### config.mk
export PLATFORM = sky130hd
export DESIGN_NAME = regfile_dump
export DESIGN_NICKNAME = d
export VERILOG_FILES = /design/src/rtl/regfile_dump_pkg.sv /design/src/rtl/regfile_dump.sv
export SDC_FILE = /design/constraint.sdc
export NUM_CORES = 1
export LEC_CHECK = 0
export CORE_MARGIN = 2
export CORE_UTILIZATION = 40
export DETAILED_ROUTE_END_ITERATION = 12
export PLACE_DENSITY = 0.76
export SYNTH_ARGS = -nofsm -noshare
export SYNTH_HDL_FRONTEND = slang
export SYNTH_SLANG_ARGS = --single-unit
### constraint.sdc
create_clock -name clk_i -period 2.5 [get_ports clk_i]
set_input_delay 0.625 -clock clk_i [delete_from_list [all_inputs] [get_ports clk_i]]
set_output_delay 0.625 -clock clk_i [all_outputs]
set_load 0.05 [all_outputs]
### src/rtl/regfile_dump_pkg.sv
// -----------------------------------------------------------------------------
// regfile_dump_pkg
// Shared types and sizes for the register-file read-out engine.
//   ADDR_W / DATA_W / NUM_REGS : register file geometry (NUM_REGS == 2**ADDR_W)
//   state_e                    : read-out FSM state encoding
//   beat_t                     : one stream beat (register index, value, last flag)
//   addr_inc()                 : wrapping register-index increment
// -----------------------------------------------------------------------------
package regfile_dump_pkg;

    localparam int unsigned ADDR_W   = 5;
    localparam int unsigned DATA_W   = 32;
    localparam int unsigned NUM_REGS = 32;

    typedef enum logic [1:0] {
        IDLE = 2'd0,
        READ = 2'd1,
        SEND = 2'd2,
        DONE = 2'd3
    } state_e;

    typedef struct packed {
        logic [ADDR_W-1:0] addr;
        logic [DATA_W-1:0] data;
        logic              last;
    } beat_t;

    // Next register index, wrapping from the top register back to x0.
    function automatic logic [ADDR_W-1:0] addr_inc(input logic [ADDR_W-1:0] a);
        return (32'(a) == (NUM_REGS - 1)) ? '0 : a + ADDR_W'(1);
    endfunction

endpackage

### src/rtl/regfile_dump.sv
// -----------------------------------------------------------------------------
// regfile_dump
// Walks an inclusive, possibly wrapping, register range through one regfile
// read port and emits each captured value as a beat on a valid/ready stream.
//
// Ports:
//   clk_i          clock, all state on the rising edge
//   rst_ni         synchronous reset, active-high (1 = reset on next edge)
//   start_i        start request, only looked at while idle
//   first_addr_i   first register of the range (sampled with start_i)
//   last_addr_i    last register of the range, inclusive (sampled with start_i)
//   rf_addr_o      address to a regfile read port (rs1/rs2 address)
//   rf_data_i      combinational read data from that port
//   dump_valid_o   beat valid
//   dump_ready_i   sink ready
//   dump_data_o    captured register value
//   dump_addr_o    register index of the beat
//   dump_last_o    beat is the final one of the range
//   busy_o         engine not idle
//   done_o         one-cycle pulse when the range completes
//
// Build option:
//   REGFILE_DUMP_SKIP_X0_EN  when defined, register x0 is never emitted.
// -----------------------------------------------------------------------------
module regfile_dump
    import regfile_dump_pkg::*;
(
    input  logic              clk_i,
    input  logic              rst_ni,
    input  logic              start_i,
    input  logic [ADDR_W-1:0] first_addr_i,
    input  logic [ADDR_W-1:0] last_addr_i,
    output logic [ADDR_W-1:0] rf_addr_o,
    input  logic [DATA_W-1:0] rf_data_i,
    output logic              dump_valid_o,
    input  logic              dump_ready_i,
    output logic [DATA_W-1:0] dump_data_o,
    output logic [ADDR_W-1:0] dump_addr_o,
    output logic              dump_last_o,
    output logic              busy_o,
    output logic              done_o
);

    state_e            r_state;
    logic [ADDR_W-1:0] r_addr;
    logic [ADDR_W-1:0] r_last;
    logic [ADDR_W-1:0] r_rf_addr;
    beat_t             r_beat;
    logic              r_valid;
    logic              r_busy;
    logic              r_done;

    logic              w_at_last;
    logic [ADDR_W-1:0] w_addr_nxt;
    logic              w_last_beat;

    assign w_at_last  = (r_addr == r_last);
    assign w_addr_nxt = addr_inc(r_addr);

`ifdef REGFILE_DUMP_SKIP_X0_EN
    // When the range ends on x0 (never emitted), the beat just before it is the final one.
    assign w_last_beat = w_at_last || ((w_addr_nxt == '0) && (r_last == '0));
`else
    assign w_last_beat = w_at_last;
`endif

    // Read-out FSM; every output is a register updated alongside the state.
    always_ff @(posedge clk_i) begin
        if (rst_ni) begin
            r_state   <= IDLE;
            r_addr    <= '0;
            r_last    <= '0;
            r_rf_addr <= '0;
            r_beat    <= '0;
            r_valid   <= 1'b0;
            r_busy    <= 1'b0;
            r_done    <= 1'b0;
        end else begin
            case (r_state)
                IDLE: begin
                    if (start_i) begin
                        r_addr    <= first_addr_i;
                        r_last    <= last_addr_i;
                        r_rf_addr <= first_addr_i;
                        r_busy    <= 1'b1;
                        r_state   <= READ;
                    end
                end

                READ: begin
`ifdef REGFILE_DUMP_SKIP_X0_EN
                    // x0 costs one READ cycle but produces no beat.
                    if (r_addr == '0) begin
                        if (w_at_last) begin
                            r_done  <= 1'b1;
                            r_state <= DONE;
                        end else begin
                            r_addr    <= w_addr_nxt;
                            r_rf_addr <= w_addr_nxt;
                        end
                    end else
`endif
                    begin
                        // Capture now so later regfile writes cannot alter the pending beat.
                        r_beat.addr <= r_addr;
                        r_beat.data <= rf_data_i;
                        r_beat.last <= w_last_beat;
                        r_valid     <= 1'b1;
                        r_state     <= SEND;
                    end
                end

                SEND: begin
                    if (dump_ready_i) begin
                        r_valid <= 1'b0;
                        if (w_at_last) begin
                            r_done  <= 1'b1;
                            r_state <= DONE;
                        end else begin
                            r_addr    <= w_addr_nxt;
                            r_rf_addr <= w_addr_nxt;
                            r_state   <= READ;
                        end
                    end
                end

                DONE: begin
                    r_done  <= 1'b0;
                    r_busy  <= 1'b0;
                    r_state <= IDLE;
                end

                default: begin
                    r_state <= IDLE;
                end
            endcase
        end
    end

    assign rf_addr_o    = r_rf_addr;
    assign dump_valid_o = r_valid;
    assign dump_data_o  = r_beat.data;
    assign dump_addr_o  = r_beat.addr;
    assign dump_last_o  = r_beat.last;
    assign busy_o       = r_busy;
    assign done_o       = r_done;

endmodule
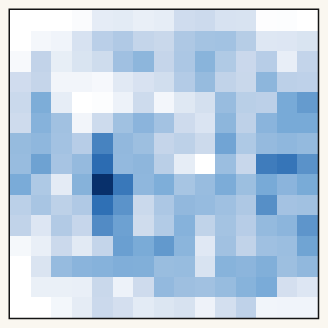
Figure 1: signal metal coverage by tile.
Drawn at 4 px/um. 15 x 15 tiles, from white (low) to dark blue (high), scaled to the fullest tile. Values are wire area over tile area, all layers added.
fullest tile = 0.46
mean over tiles = 0.14
tiles over half the peak = 9.3%
sum of routed wire length over all layers: 5.08 mm
post-DR wirelength/cell: 12.4 um
total via count in the routed design: 1944
GRT Total Usage: 18.0%

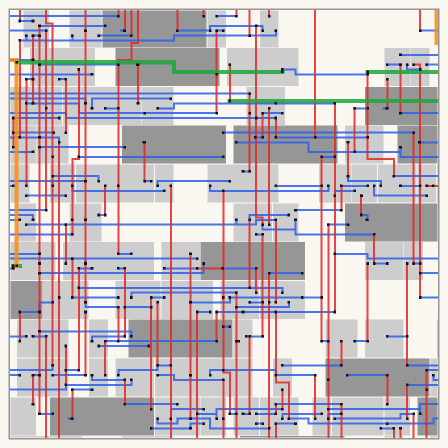
Figure 2: a small window of the routed layout.
Region (23, 8) to (53, 38) um. Cells in gray, sequential cells in the stronger gray; small squares are vias.
red -> met2
blue -> met1
green -> met3
orange -> met4
cells with their middle in the window = 66
sequential cells in the window = 10
netlist names of flops here include = rf_addr_o (3), dump_data_o (2), r_state (2)
most frequent = dfxtp_1 (10), nand2_1 (7)

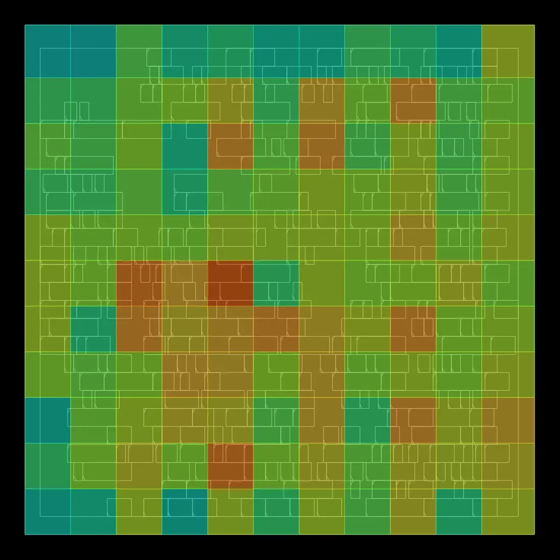
Figure 3: routing congestion map.
met2 capacity usage during global routing: 29.8%
met3 layer usage reported by global route: 4.47%
Post-Route Utilization: 62.7%

==> design notes <==
The flow ran to the end, and the final reports show no timing, DRC or antenna violations. Per the OpenROAD floorplan log, the width of the die is 77.0 um. Across all hold checks on the routed design, the worst slack comes to 0.455 ns. The largest net degree at the start of global routing was 33; the maximum clock path buffer count was 2.

After its last routability iteration, the placer logged a weighted congestion of 0.724. The setup total negative slack was 0 ns; the areal power density over the cells was 631 nW/um2. STA classifies the critical path startpoint as a flop. The cell with the largest stage delay on the worst path was clkdlybuf4s50_1. In this run, the synthesized area fraction spent on and/or/nand/nor cells is recorded as 22.3%.

With the maximum clock frequency at 440 MHz, the xor-xnor portion of the synthesized cell area is 2.47%. The analysis attributes to cell leakage a power of 1.20 nW. The tools report the half-perimeter wire length after placement as 3.69 mm.

Count of standard-cell rows: 26. In this run the count of I/O pins placed on the die edge is 92. The net load switching power came out at 0.000638 W. Number of instances in the synthesized netlist: 251. The critical path launch point is rf_addr_o[0]$_SDFFE_PP0P_. Synthesis instantiated 34 different standard cells from the library.

The biggest slice of the total power is consumed by registers. By count the netlist is led by nand2_1 (81), dfxtp_1 (53), a21oi_1 (42), nor2_1 (12), mux2i_1 (6). By area the synthesized netlist is led by dfxtp_1 (50%), nand2_1 (14%), a21oi_1 (9.9%).

Most common cell in the synthesized netlist: nand2_1. The number of port buffers was 91; the cell area after layout was 3200 um2. Counting every net in the synthesized netlist gives 299. Data on the critical path is required at its endpoint by 1.88 ns. With the post-layout period usage of the worst path at 91.0%, the clock-pin transition on the worst setup and hold timing paths is 0.09 ns. Yosys stat counts 251 cells in the synthesized netlist. The area share of fa/ha/maj cells after synthesis is 1.18%.

The kind of cell with the highest combined delay along the critical path is buffers and inverters. The number of setup buffers added after CTS was 0. With the sequential power share at 47.0%, the sum of buffers and inverters on the critical path is 1. For hold timing, the worst endpoint is dump_data_o[20]$_SDFFE_PP0P_.

TritonCTS built the clock tree. The logs give 5920 um2 for the area of the die and 0 for the cell resize tally after clock tree synthesis. Fill cells in the final layout number 459.

The power report shows net switching accounting for 31.6% of the total. The tools report the final-report setup violation count as 0. The path length in cells of the critical path is 1. For the clock sink count, the log shows 53. The commonest register cell after synthesis was dfxtp_1.

The post-synthesis cell area is 2130 um2, and the via density per instance is 4.73. The Yosys step of the flow raised 0 warnings. The core region is 5110 um2.

The worst IR drop on VDD was 0.303 mV; the share of the yosys chip area belonging to registers was 49.8%. The report gives the cell count of the worst hold path as 2. The category of the worst setup path capture point is an output port.

The minimum clock period after layout came out at 2.28 ns. The category of the critical setup timing path was reg -> out. Counting the buffers created by CTS gives 5. The number of antenna violations at the first check in global routing was 0. Per the synthesis report, the AND-OR/OR-AND share of the synthesized area is 13.9%. Traced cell by cell, the critical path runs through clkdlybuf4s50_1. The worst hold path begins at dump_data_o[20]$_SDFFE_PP0P_. The pin slew with the least headroom to its limit came out at 0.582 ns. The number of flip-flops and latches in the synthesized netlist is 53, and the area added between synthesis and finish is 50.4%. The number of failing hold endpoints at the final stage was 0.

Yosys shows that the main logic family after synthesis is simple AND/OR/NAND/NOR gates. The maximum fanout count along the critical path is 7. The count of nets left with antenna violations after detail routing is 0, and the number of global-route vias before repair is 1840.

Across all checked pins, the minimum headroom to the slew limit is 61.2%. The final timing report lists clock skew as 0.00929 ns. The first global-routing pass estimated 8.63 mm of wire.

Once the floorplan was initialized, standard cells occupied 41.7% of the core. The fraction of final layout cells sized beyond drive strength 1 works out to 8.21%. Terminus of the critical flop-to-flop path: rf_addr_o[3]$_SDFFE_PP0P_. The layout net count was 388; the hold buffer count at CTS was 0.

The run gives 27.2% as the combinational cell fraction of total power. Looking at the reg2reg group, the worst path starts from rf_addr_o[0]$_SDFFE_PP0P_. Number of H-tree levels: 2. The tool flagged a number of max-cap violations equal to 0. Yosys reports that the leading cell type by area covers 49.8% of the netlist area. The worst register-to-register path depth is 6.

In the layout the commonest cells are clkdlybuf4s50_1 (90), nand2_1 (81), dfxtp_1 (53). For the internal power consumption, the log shows 0.00138 W. The later pin in the worst-skew pair is clocked with a latency of 0.31 ns. Looking at the power breakdown, the clock network takes 25.8% of the total. The worst-case reg-to-reg setup slack stands at 0.54 ns.
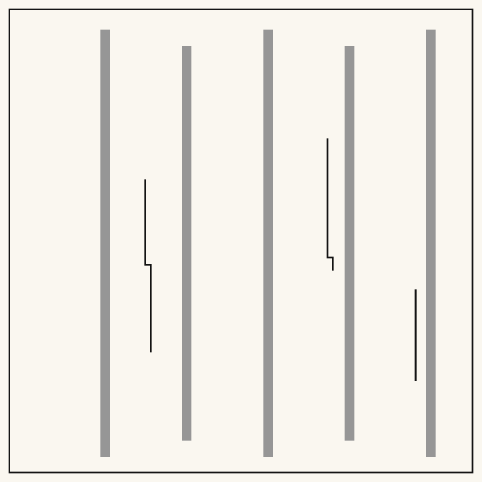
Figure 4: signal wires on met4.
Drawn at 6 px/um. Supply wires on this layer in gray.
main direction = vertical
wire length on this layer = 67.1 um
nets with wire on the layer = 2
longest straight run = 19.7 um

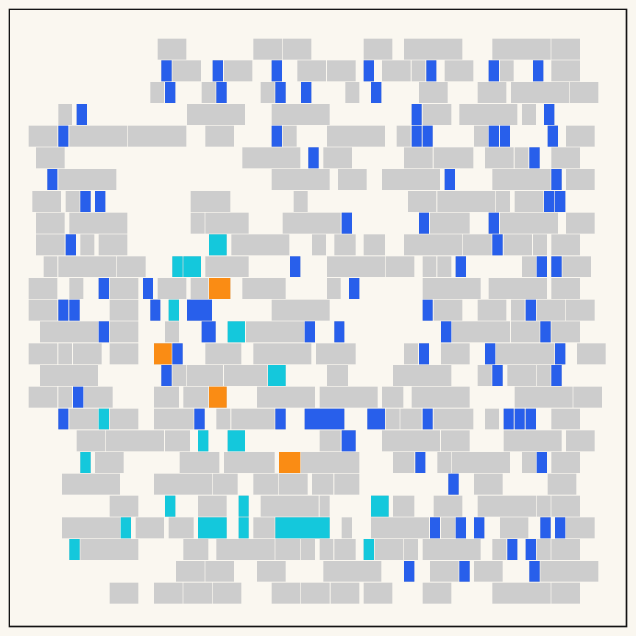
Figure 5: logic cells by family.
Drawn at 8 px/um.
blue -> NAND gates  # cells 86, where widely spread
cyan -> NOR gates  # cells 19
orange -> AND and OR gates  # cells 4
most common cell after layout, fill and taps aside: clkdlybuf4s50_1
Final Instance Count excl. Fillers: 411
multi-input gate share of the layout cell area: 30.8%

==> cell type report <==
type	instances	area, um2	area share [%]
well taps	70	87.6	2.74
clock buffers	7	96.3	3.01
inverters	2	7.51	0.234
repair buffers	98	958	29.9
flip-flops and latches	53	1060	33.1
clock inverters	1	5.00	0.156
multi-input cells	180	986	30.8
==> tightest hold or removal path, delay by kind of cell, from the launching register on <==
kind / cells / cell delay, ns
flops: 1 / 0.32
simple gates: 1 / 0.05
compound gates: 1 / 0.05
==> flip-flops by register name, summed over array words and instances, names as in the netlist, 2 cells and up <==
signal       cells
r_state          2
dump_data_o     32
r_last           5
rf_addr_o        5
dump_addr_o      5
==> routing by layer <==
metal,routed length (um),vias to the layer above,track usage (%)
met5,0,-,0
met4,67,0,6.55
met3,323,7,4.47
met2,2330,62,29.8
met1,2370,871,22.8
li1,-,1004,-
Power is estimated from default activity; no workload was simulated.
